<file path="src/rtl/mem_port_arbiter.sv">
// mem_port_arbiter: shares one memory port between fetch and load/store.
// Data beats fetch; a watchdog aborts stuck accesses and flags a sticky error.
module mem_port_arbiter #(
  parameter int data_width     = 32,
  parameter int TIMEOUT_CYCLES = 255
) (
  input  logic                  clk,
  input  logic                  rst,
  input  logic                  if_req,
  input  logic [data_width-1:0] if_addr,
  output logic [data_width-1:0] if_rdata,
  output logic                  if_valid,
  input  logic                  d_req,
  input  logic                  d_we,
  input  logic [3:0]            d_be,
  input  logic [data_width-1:0] d_addr,
  input  logic [data_width-1:0] d_wdata,
  output logic [data_width-1:0] d_rdata,
  output logic                  d_valid,
  output logic                  mem_req,
  output logic                  mem_we,
  output logic [3:0]            mem_be,
  output logic [data_width-1:0] mem_addr,
  output logic [data_width-1:0] mem_wdata,
  input  logic                  mem_gnt,
  input  logic                  mem_rvalid,
  input  logic [data_width-1:0] mem_rdata,
  output logic                  stall,
  output logic                  timeout_err
);

  localparam int CW = $clog2(TIMEOUT_CYCLES + 1);
  localparam logic [CW-1:0] CNT_LAST = CW'(TIMEOUT_CYCLES - 1);
  localparam logic [CW-1:0] CNT_ONE  = CW'(1);

  typedef enum logic [1:0] {
    IDLE,
    ADDR,
    RESP,
    DONE
  } state_e;

  typedef enum logic {
    OWN_FETCH,
    OWN_DATA
  } owner_e;

  typedef struct packed {
    logic                  we;
    logic [3:0]            be;
    logic [data_width-1:0] addr;
    logic [data_width-1:0] wdata;
  } bus_t;

  state_e                state_q, state_d;
  owner_e                owner_q, owner_d;
  logic [CW-1:0]         cnt_q, cnt_d;
  bus_t                  bus_q, bus_d;
  logic                  req_q, req_d;
  logic [data_width-1:0] if_rdata_q, if_rdata_d;
  logic [data_width-1:0] d_rdata_q, d_rdata_d;
  logic                  if_valid_q, if_valid_d;
  logic                  d_valid_q, d_valid_d;
  logic                  err_q, err_d;

  logic                  fin;
  logic                  cap;
  logic                  tmo;

  // Access sequencing: arbitration in IDLE, completion or abort in ADDR/RESP.
  always_comb begin
    state_d    = state_q;
    owner_d    = owner_q;
    cnt_d      = cnt_q;
    bus_d      = bus_q;
    req_d      = req_q;
    if_rdata_d = if_rdata_q;
    d_rdata_d  = d_rdata_q;
    err_d      = err_q;
    fin        = 1'b0;
    cap        = 1'b0;
    tmo        = 1'b0;

    unique case (state_q)
      IDLE: begin
        if (d_req) begin
          owner_d     = OWN_DATA;
          bus_d.we    = d_we;
          bus_d.be    = d_be;
          bus_d.addr  = d_addr;
          bus_d.wdata = d_wdata;
          req_d       = 1'b1;
          cnt_d       = '0;
          state_d     = ADDR;
        end else if (if_req) begin
          owner_d     = OWN_FETCH;
          bus_d.we    = 1'b0;
          bus_d.be    = 4'hF;
          bus_d.addr  = if_addr;
          bus_d.wdata = '0;
          req_d       = 1'b1;
          cnt_d       = '0;
          state_d     = ADDR;
        end
      end
      ADDR: begin
        cnt_d = cnt_q + CNT_ONE;
        if (mem_gnt && mem_rvalid) begin
          cap = 1'b1;
          fin = 1'b1;
        end else if (cnt_q == CNT_LAST) begin
          tmo = 1'b1;
          fin = 1'b1;
        end else if (mem_gnt) begin
          req_d   = 1'b0;
          state_d = RESP;
        end
      end
      RESP: begin
        cnt_d = cnt_q + CNT_ONE;
        if (mem_rvalid) begin
          cap = 1'b1;
          fin = 1'b1;
        end else if (cnt_q == CNT_LAST) begin
          tmo = 1'b1;
          fin = 1'b1;
        end
      end
      DONE: begin
        state_d = IDLE;
      end
      default: begin
        state_d = IDLE;
      end
    endcase

    if (fin) begin
      state_d = DONE;
      req_d   = 1'b0;
      if (owner_q == OWN_DATA) begin
        d_rdata_d = cap ? mem_rdata : '0;
      end else begin
        if_rdata_d = cap ? mem_rdata : '0;
      end
    end

    if (tmo) begin
      err_d = 1'b1;
    end

    if_valid_d = fin && (owner_q == OWN_FETCH);
    d_valid_d  = fin && (owner_q == OWN_DATA);
  end

  // State, owner, watchdog and bus registers; reset abandons any access.
  always_ff @(posedge clk or negedge rst) begin
    if (!rst) begin
      state_q    <= IDLE;
      owner_q    <= OWN_FETCH;
      cnt_q      <= '0;
      bus_q      <= '0;
      req_q      <= 1'b0;
      if_rdata_q <= '0;
      d_rdata_q  <= '0;
      if_valid_q <= 1'b0;
      d_valid_q  <= 1'b0;
      err_q      <= 1'b0;
    end else begin
      state_q    <= state_d;
      owner_q    <= owner_d;
      cnt_q      <= cnt_d;
      bus_q      <= bus_d;
      req_q      <= req_d;
      if_rdata_q <= if_rdata_d;
      d_rdata_q  <= d_rdata_d;
      if_valid_q <= if_valid_d;
      d_valid_q  <= d_valid_d;
      err_q      <= err_d;
    end
  end

  assign mem_req     = req_q;
  assign mem_we      = bus_q.we;
  assign mem_be      = bus_q.be;
  assign mem_addr    = bus_q.addr;
  assign mem_wdata   = bus_q.wdata;
  assign if_rdata    = if_rdata_q;
  assign d_rdata     = d_rdata_q;
  assign if_valid    = if_valid_q;
  assign d_valid     = d_valid_q;
  assign timeout_err = err_q;

  assign stall = (if_req | d_req) & ~(if_valid_q | d_valid_q);

endmodule

</file>
<file path="config.mk">
export PLATFORM = sky130hd
export DESIGN_NAME = mem_port_arbiter
export DESIGN_NICKNAME = d
export VERILOG_FILES = /design/src/rtl/mem_port_arbiter.sv
export SDC_FILE = /design/constraint.sdc
export NUM_CORES = 1
export LEC_CHECK = 0
export ABC_AREA = 1
export CORE_MARGIN = 2
export CORE_UTILIZATION = 30
export DETAILED_ROUTE_END_ITERATION = 16
export PLACE_DENSITY_LB_ADDON = 0.12
export RECOVER_POWER = 100
export SLEW_MARGIN = 40
export SYNTH_ARGS = -nofsm -noshare
export SYNTH_HDL_FRONTEND = slang
export SYNTH_SLANG_ARGS = --single-unit
</file>
<file path="constraint.sdc">
create_clock -name clk -period 4.7 [get_ports clk]
set_input_delay 0.94 -clock clk [delete_from_list [all_inputs] [get_ports clk]]
set_output_delay 0.94 -clock clk [all_outputs]
set_load 0.01 [all_outputs]
</file>
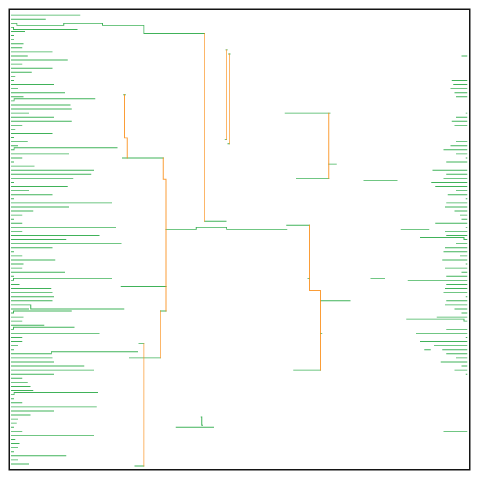
(run_1/layers.png)
Drawn at 3 px/um. Two of the layers only.
| layer | colour | wire length |
|---|---|---|
| M3 | green | 1,940 um |
| M4 | orange | 327 um |
WL/cell: 14.81 um
DR vias: 5,543
drt total wl: 18.84 mm
GRT Resource Usage Total: 16.50%

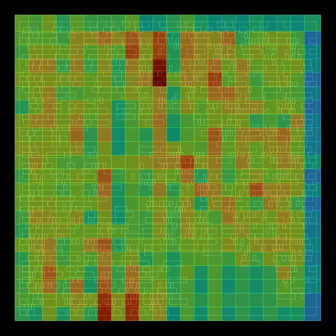
(run_1/congestion_map.png)
met2 Track Usage GR: 25.26%
fin util: 45.73%
busiest grt layer: met2
met1 usage: 20.77%
grt met3 use: 7.428%

==> impl_metrics.env, run 1 <==
# source this file to load flow results
export IMPL_outcome="complete, but fails checks"
export IMPL_violations="capacitance limit, slew limit"
export IMPL_cp_num_buf_inv=4
export IMPL_root_buffer="clkbuf_16"
export IMPL_antenna_found_initial=0
export IMPL_p_sw_share_pct=35.92
export IMPL_r2r_slack_ns=1.70
export IMPL_drc_errors=0
export IMPL_drv_slew=45
export IMPL_grt_max_degree=99
export IMPL_path_clk_slew_ns=0.06
export IMPL_edf_count=0
export IMPL_cap_violations=1
export IMPL_cts_setup_buffers=0
export IMPL_gr_total_overflow=0
export IMPL_ys_seq_share_pct=55.59
export IMPL_crit_end="stall"
export IMPL_synth_cell_type_count=33
export IMPL_synthArstFlopShare_pct=100.0
export IMPL_most_common_layout_cells="156 x nand2_1, 148 x dfrtp_1, 139 x dlygate4sd3_1, 136 x clkdlybuf4s50_1, 111 x inv_1"
export IMPL_grt_pass1_wl_mm=30.72
export IMPL_rsz0062_at_grt="no"
export IMPL_syn_to_final_growth_pct=49.78
export IMPL_via_per_inst=4.358
export IMPL_dr_first_iter_drc_count=194
export IMPL_crit_chain="dlygate4sd3_1 -> clkinv_1 -> nand2_1 -> inv_1 -> nor3_1 -> dlygate4sd3_1"
export IMPL_max_freq_ghz=0.2752
export IMPL_cellLeakagePower_nw=4.657
export IMPL_required_ns=3.76
export IMPL_antenna_cells=0
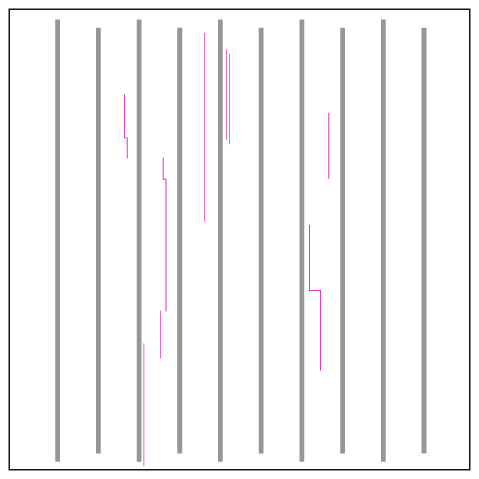
(run_1/m4.png)
Drawn at 3 px/um. Supply wires on this layer in grey.
nets with wire on the layer: 5
main direction: vertical

==> run 1: per-layer routing <==
metal | global-route usage (%) | share of wire [%] | vias to the layer above
met5 | 0 | 0 | -
met4 | 5.600 | 1.7 | 0
met3 | 7.428 | 10 | 24
met2 | 25.26 | 43 | 216
met1 | 20.77 | 45 | 2501
li1 | - | - | 2802
==> run 1: cell families after synthesis <==
family / Yosys count / share of synthesized area, %
buffers and inverters: 153 / 10.25
xor gates and xnor gates: 1 / 0.1315
DFF: 148 / 55.59
AOI/OAI and AO/OA: 145 / 17.07
adders and majority gates: 7 / 1.314
and+or+nand+nor: 259 / 15.64
==> run 1: layout make-up <==
type	instances	area, um^2	share of cell area [%]
Multi-Input combinational cell	412	2052	20.56
Sequential cell	148	3704	37.11
Inverter	115	431.7	4.325
Clock inverter	14	158.9	1.592
Timing Repair Buffer	285	2844	28.50
Clock buffer	18	439.2	4.401
Tap cell	280	350.3	3.511
==> run 1: flip-flops by register name, indices dropped and copies added (netlist names) <==
name,flops
cnt_q,8
d_rdata,32
d_valid,1
if_rdata,32
if_valid,1
mem_addr,32
mem_be,4
mem_req,1
mem_wdata,32
mem_we,1
owner_q,1
state_q,2
timeout_err,1
==> run 1: synth_stat cells (2+ instances only) <==
library cell	number	area, um^2
a31oi_1	32	200.2
o21ai_1	6	30.03
o21ai_0	8	40.04
nand4_1	5	31.28
clkbuf_4	2	15.01
o22a_1	4	35.03
nor3_1	5	25.02
a21oi_4	2	32.53
buf_2	6	30.03
inv_1	112	420.4
nand3_1	7	35.03
nor2_1	79	296.5
nand2_2	3	18.77
nand2_1	154	578.1
o21ai_2	54	473.0
nand3b_1	3	22.52
a21oi_1	3	15.01
buf_6	12	135.1
clkbuf_1	16	60.06
inv_2	2	7.510
dfrtp_1	148	3704
ha_1	7	87.58
a22o_1	33	289.0
## Run 2: what changed since run 1
==> constraint.sdc (replaced) <==
create_clock -name clk -period 3.4 [get_ports clk]
set_input_delay 0.68 -clock clk [delete_from_list [all_inputs] [get_ports clk]]
set_output_delay 0.68 -clock clk [all_outputs]
set_load 0.01 [all_outputs]
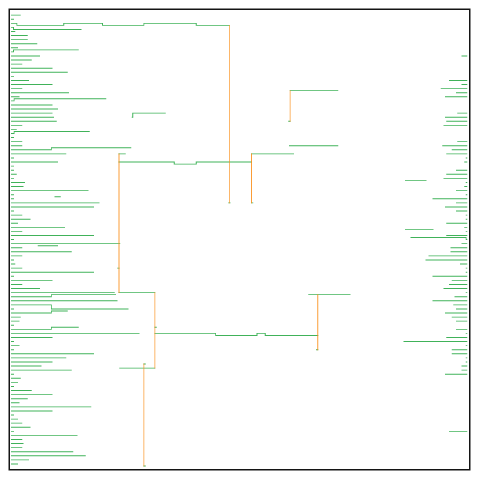
(run_2/layers.png)
Drawn at 3 px/um. Two of the layers only.
| layer | colour | wire length |
|---|---|---|
| M4 | orange | 209 um |
| M3 | green | 1,810 um |
DR vias: 5,590
drt total wl: 18.76 mm

==> run 2 against run 1 <==
The run still ends with capacitance limit, slew limit left. Register-to-register slack lost 0.95 ns. Wire length decreased by 0.44%. Worst hold slack about the same. Non-clock buffer count grew 4. Synthesized cell count unchanged. Core utilization increased by 0.11 points. Final cell count increased by 0.31%. Cell area is 0.25% higher. Critical path type unchanged. Largest cell class unchanged.
==> impl_metrics.env, run 2 <==
# source this file to load flow results
export IMPL_gr_total_overflow=0
export IMPL_dr_first_iter_drc_count=201
export IMPL_outcome="complete, but fails checks"
export IMPL_syn_to_final_growth_pct=50.16
export IMPL_cellLeakagePower_nw=4.681
export IMPL_ys_seq_share_pct=55.59
export IMPL_synthArstFlopShare_pct=100.0
export IMPL_p_sw_share_pct=35.44
export IMPL_drv_slew=62
export IMPL_grt_pass1_wl_mm=30.58
export IMPL_cap_violations=1
export IMPL_root_buffer="clkbuf_16"
export IMPL_rsz0062_at_grt="no"
export IMPL_synthTopCellsByCount="154 x nand2_1, 148 x dfrtp_1, 112 x inv_1"
export IMPL_edf_count=0
export IMPL_cts_setup_buffers=0
export IMPL_top_cells_by_area="dfrtp_1 56%, nand2_1 8.7%, o21ai_2 7.1%"
export IMPL_path_clk_slew_ns=0.06
export IMPL_max_freq_ghz=0.3348
export IMPL_required_ns=2.72
export IMPL_grt_total_usage_pct=16.43
export IMPL_violations="capacitance limit, slew limit"
export IMPL_via_per_inst=4.381
export IMPL_crit_chain="dlygate4sd3_1 -> clkinv_1 -> nand2_1 -> inv_1 -> nor3_1 -> dlygate4sd3_1"
export IMPL_most_common_layout_cells="156 x nand2_1, 148 x dfrtp_1, 139 x dlygate4sd3_1, 136 x clkdlybuf4s50_1, 113 x inv_1"
export IMPL_antenna_found_initial=0
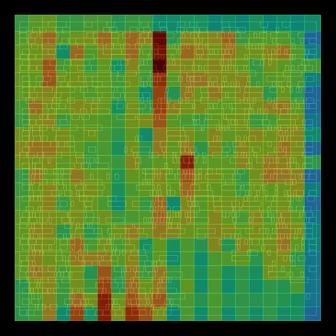
(run_2/congestion_map.png)
met2 Track Usage GR: 24.79%
WL/cell: 14.70 um
fin util: 45.84%
met1 usage: 21.48%

==> run 2: worst max-delay path by stage <==
stage,from,end,slack (ns),cells after the start
floorplan,d_req,stall,1.48,5
global placement,d_req,stall,0.51,6
detailed placement,d_req,stall,0.51,6
CTS,d_req,stall,0.51,6
global route,rst,mem_wdata[9],0.27,2
finish,d_req,stall,0.41,6
==> run 2: cells by family (layout without fill, tap and decap cells) <==
| family | Yosys count | after routing | share of synthesized area [%] |
|---|---|---|---|
| XOR/XNOR | 1 | 1 | 0.1315 |
| AND-OR/OR-AND | 145 | 145 | 17.07 |
| AND/OR/NAND/NOR | 259 | 259 | 15.64 |
| buffers and inverters | 153 | 436 | 10.25 |
| adder cells (fa/ha/maj) | 7 | 7 | 1.314 |
| flip-flops | 148 | 148 | 55.59 |
==> run 2: area by class of cell <==
type | instances | area, um^2
fillers | 2226 | 11820
flip-flops and latches | 148 | 3704
repair buffers | 289 | 2859
multi-input cells | 412 | 2056
clock buffers | 18 | 439.2
inverters | 115 | 431.7
well taps | 280 | 350.3
clock inverters | 14 | 165.2
==> run 2: worst register-to-register path, stage by stage, from the launching register on <==
cell	delay [ns]
dfrtp_1	0.40
inv_1	0.10
ha_1	0.45
nand3_1	0.33
a21oi_1	0.29
clkbuf_2	0.71
o21ai_0	0.22
==> run 2: metrics by stage <==
step                      setup WS [ns]  total power, W  instance area (um^2)
final                            0.4133        0.007870                 10000
after global routing             0.2670        0.008474                 10000
after CTS                        0.5081        0.008487                 10280
after detailed placement         0.5083        0.006502                  9673
after global placement           0.5119        0.006488                  9673
after floorplan                   1.485        0.004656                  6663
==> run 2: metal layers <==
layer	track usage [%]	part of all wire [%]
met1	21.48	45
met3	7.400	9.7
met5	0	0
met4	4.321	1.1
met2	24.79	44
## Run 3: what changed since run 2
==> constraint.sdc (replaced) <==
create_clock -name clk -period 3.4 [get_ports clk]
set_input_delay 0.51 -clock clk [delete_from_list [all_inputs] [get_ports clk]]
set_output_delay 0.51 -clock clk [all_outputs]
set_load 0.01 [all_outputs]
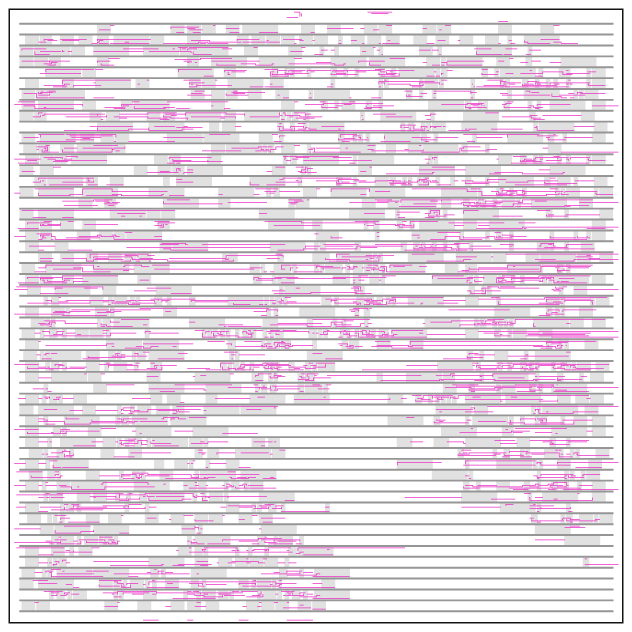
(run_3/m1.png)
Drawn at 4 px/um. Supply wires on this layer in grey.
main direction: horizontal
nets with wire on the layer: 968
longest straight run: 46.5 um
drt total wl: 18.55 mm
met1 usage: 20.82%

==> run 3 against run 2 <==
The flow still finishes with violations (capacitance limit, slew limit). Cell area is 0.80% lower. Worst hold slack improved by 0.0041 ns. Critical path depth stayed put. Via count fell by 0.75%. Clock skew is 0.0013 ns higher. Critical path type unchanged. Critical endpoint unchanged.
==> impl_metrics.env, run 3 <==
# source this file to load flow results
export IMPL_most_common_layout_cells="155 x nand2_1, 148 x dfrtp_1, 139 x dlygate4sd3_1, 136 x clkdlybuf4s50_1, 114 x inv_1"
export IMPL_dr_max_layer_used="met4"
export IMPL_grt_max_degree=66
export IMPL_crit_end="stall"
export IMPL_outcome="complete, but fails checks"
export IMPL_path_clk_slew_ns=0.06
export IMPL_drc_errors=0
export IMPL_cellLeakagePower_nw=4.639
export IMPL_grt_pass1_wl_mm=30.46
export IMPL_final_comb_area_um2=2062
export IMPL_cts_setup_buffers=0
export IMPL_top_area_share_pct=55.59
export IMPL_root_buffer="clkbuf_16"
export IMPL_top_cells_by_area="dfrtp_1 56%, nand2_1 8.7%, o21ai_2 7.1%"
export IMPL_m1WireLength_mm=8.395
export IMPL_violations="capacitance limit, slew limit"
export IMPL_antenna_found_initial=0
export IMPL_wl_met3_mm=1.835
export IMPL_required_ns=2.89
export IMPL_syn_to_final_growth_pct=48.96
export IMPL_synth_most_common_cell="nand2_1"
export IMPL_route_met2_wl_mm=8.042
export IMPL_max_freq_ghz=0.3617
export IMPL_via_per_inst=4.355
export IMPL_gr_total_overflow=0
export IMPL_edf_count=0
export IMPL_fill_cells=2240
export IMPL_r2r_slack_ns=0.85
export IMPL_synthArstFlopShare_pct=100.0
export IMPL_p_sw_share_pct=36.17
export IMPL_dr_first_iter_drc_count=180
export IMPL_synth_cell_type_count=33
export IMPL_pre_cts_slack_ns=0.7198
export IMPL_drv_slew=65
export IMPL_final_core_util_pct=45.48
export IMPL_antenna_cells=0
export IMPL_top_area_cell="dfrtp_1"
export IMPL_cap_violations=1
export IMPL_synthTopCellsByCount="154 x nand2_1, 148 x dfrtp_1, 112 x inv_1"
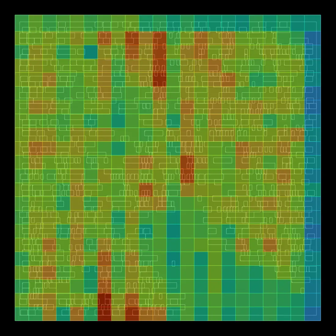
(run_3/congestion_map.png)
WL/cell: 14.56 um
GRT Resource Usage Total: 16.35%
grt met3 use: 7.230%

-- run 3: cell counts after synthesis --
Identical to the previous run, type by type.
-- run 3: power groups by stage --
stage	clock, W	sequential [W]	combinational (W)
floorplan	0	0.00310	0.00156
global placement	0	0.00283	0.00364
detailed placement	0	0.00282	0.00365
CTS	0.00183	0.00282	0.00365
global route	0.00190	0.00288	0.00348
finish	0.00176	0.00277	0.00313
-- run 3: cell type report --
type,instances,area share (%)
Multi-Input combinational cell,412,20.78
Sequential cell,148,37.32
Clock inverter,14,1.223
Tap cell,280,3.530
Clock buffer,17,4.286
Inverter,115,4.349
Timing Repair Buffer,288,28.52
-- run 3: critical path: stages --
cell and delay [ns]:
dlygate4sd3_1 0.54, inv_1 0.06, nand2_1 0.14, inv_1 0.09, nor3_1 0.24, dlygate4sd3_1 0.66
-- run 3: metrics by stage --
step | instance area, um^2 | hold WS, ns | std cells | total power (W)
global route | 9925 | 0.4958 | 1274 | 0.008250
CTS | 10200 | 0.09816 | 1274 | 0.008298
detailed placement | 9653 | 0.4743 | 1243 | 0.006472
finish | 9925 | 0.4807 | 1274 | 0.007660
floorplan | 6663 | 0.2144 | 713 | 0.004656
global placement | 9653 | 0.4549 | 1243 | 0.006468
-- run 3: kinds of logic after synthesis --
logic type,after synthesis,synth area share [%]
adders and majority gates,7,1.314
AOI/OAI and AO/OA,145,17.07
and+or+nand+nor,259,15.64
DFF,148,55.59
xor gates and xnor gates,1,0.1315
buffers and inverters,153,10.25
-- run 3: routing by layer --
metal | vias to the layer above | track usage [%]
met5 | - | 0
li1 | 2804 | -
met3 | 17 | 7.230
met4 | 0 | 5.203
met1 | 2534 | 20.82
met2 | 193 | 25.00

==> screenshots <==
Register map, names as in the netlist.
Drawn at 3 px/um. Other sequential cells in the stronger grey, the rest of the logic in the fainter grey.
shot_01.png
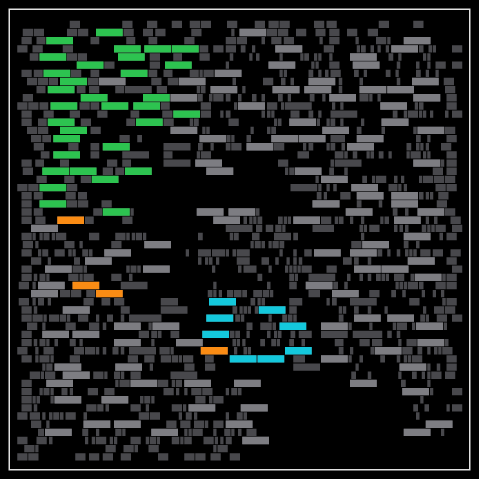
shot_02.png
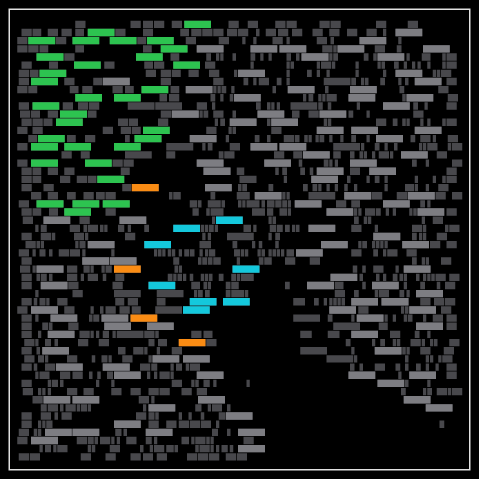
shot_01.png -> run 1
shot_02.png -> run 3

Key to shot_02.png:
| netlist name | colour | placed flops |
|---|---|---|
| mem_be | orange | 4 |
| cnt_q | cyan | 8 |
| mem_wdata | green | 32 |
not coloured: 104

No activity file was given, so power comes from the tool's default toggle rates.
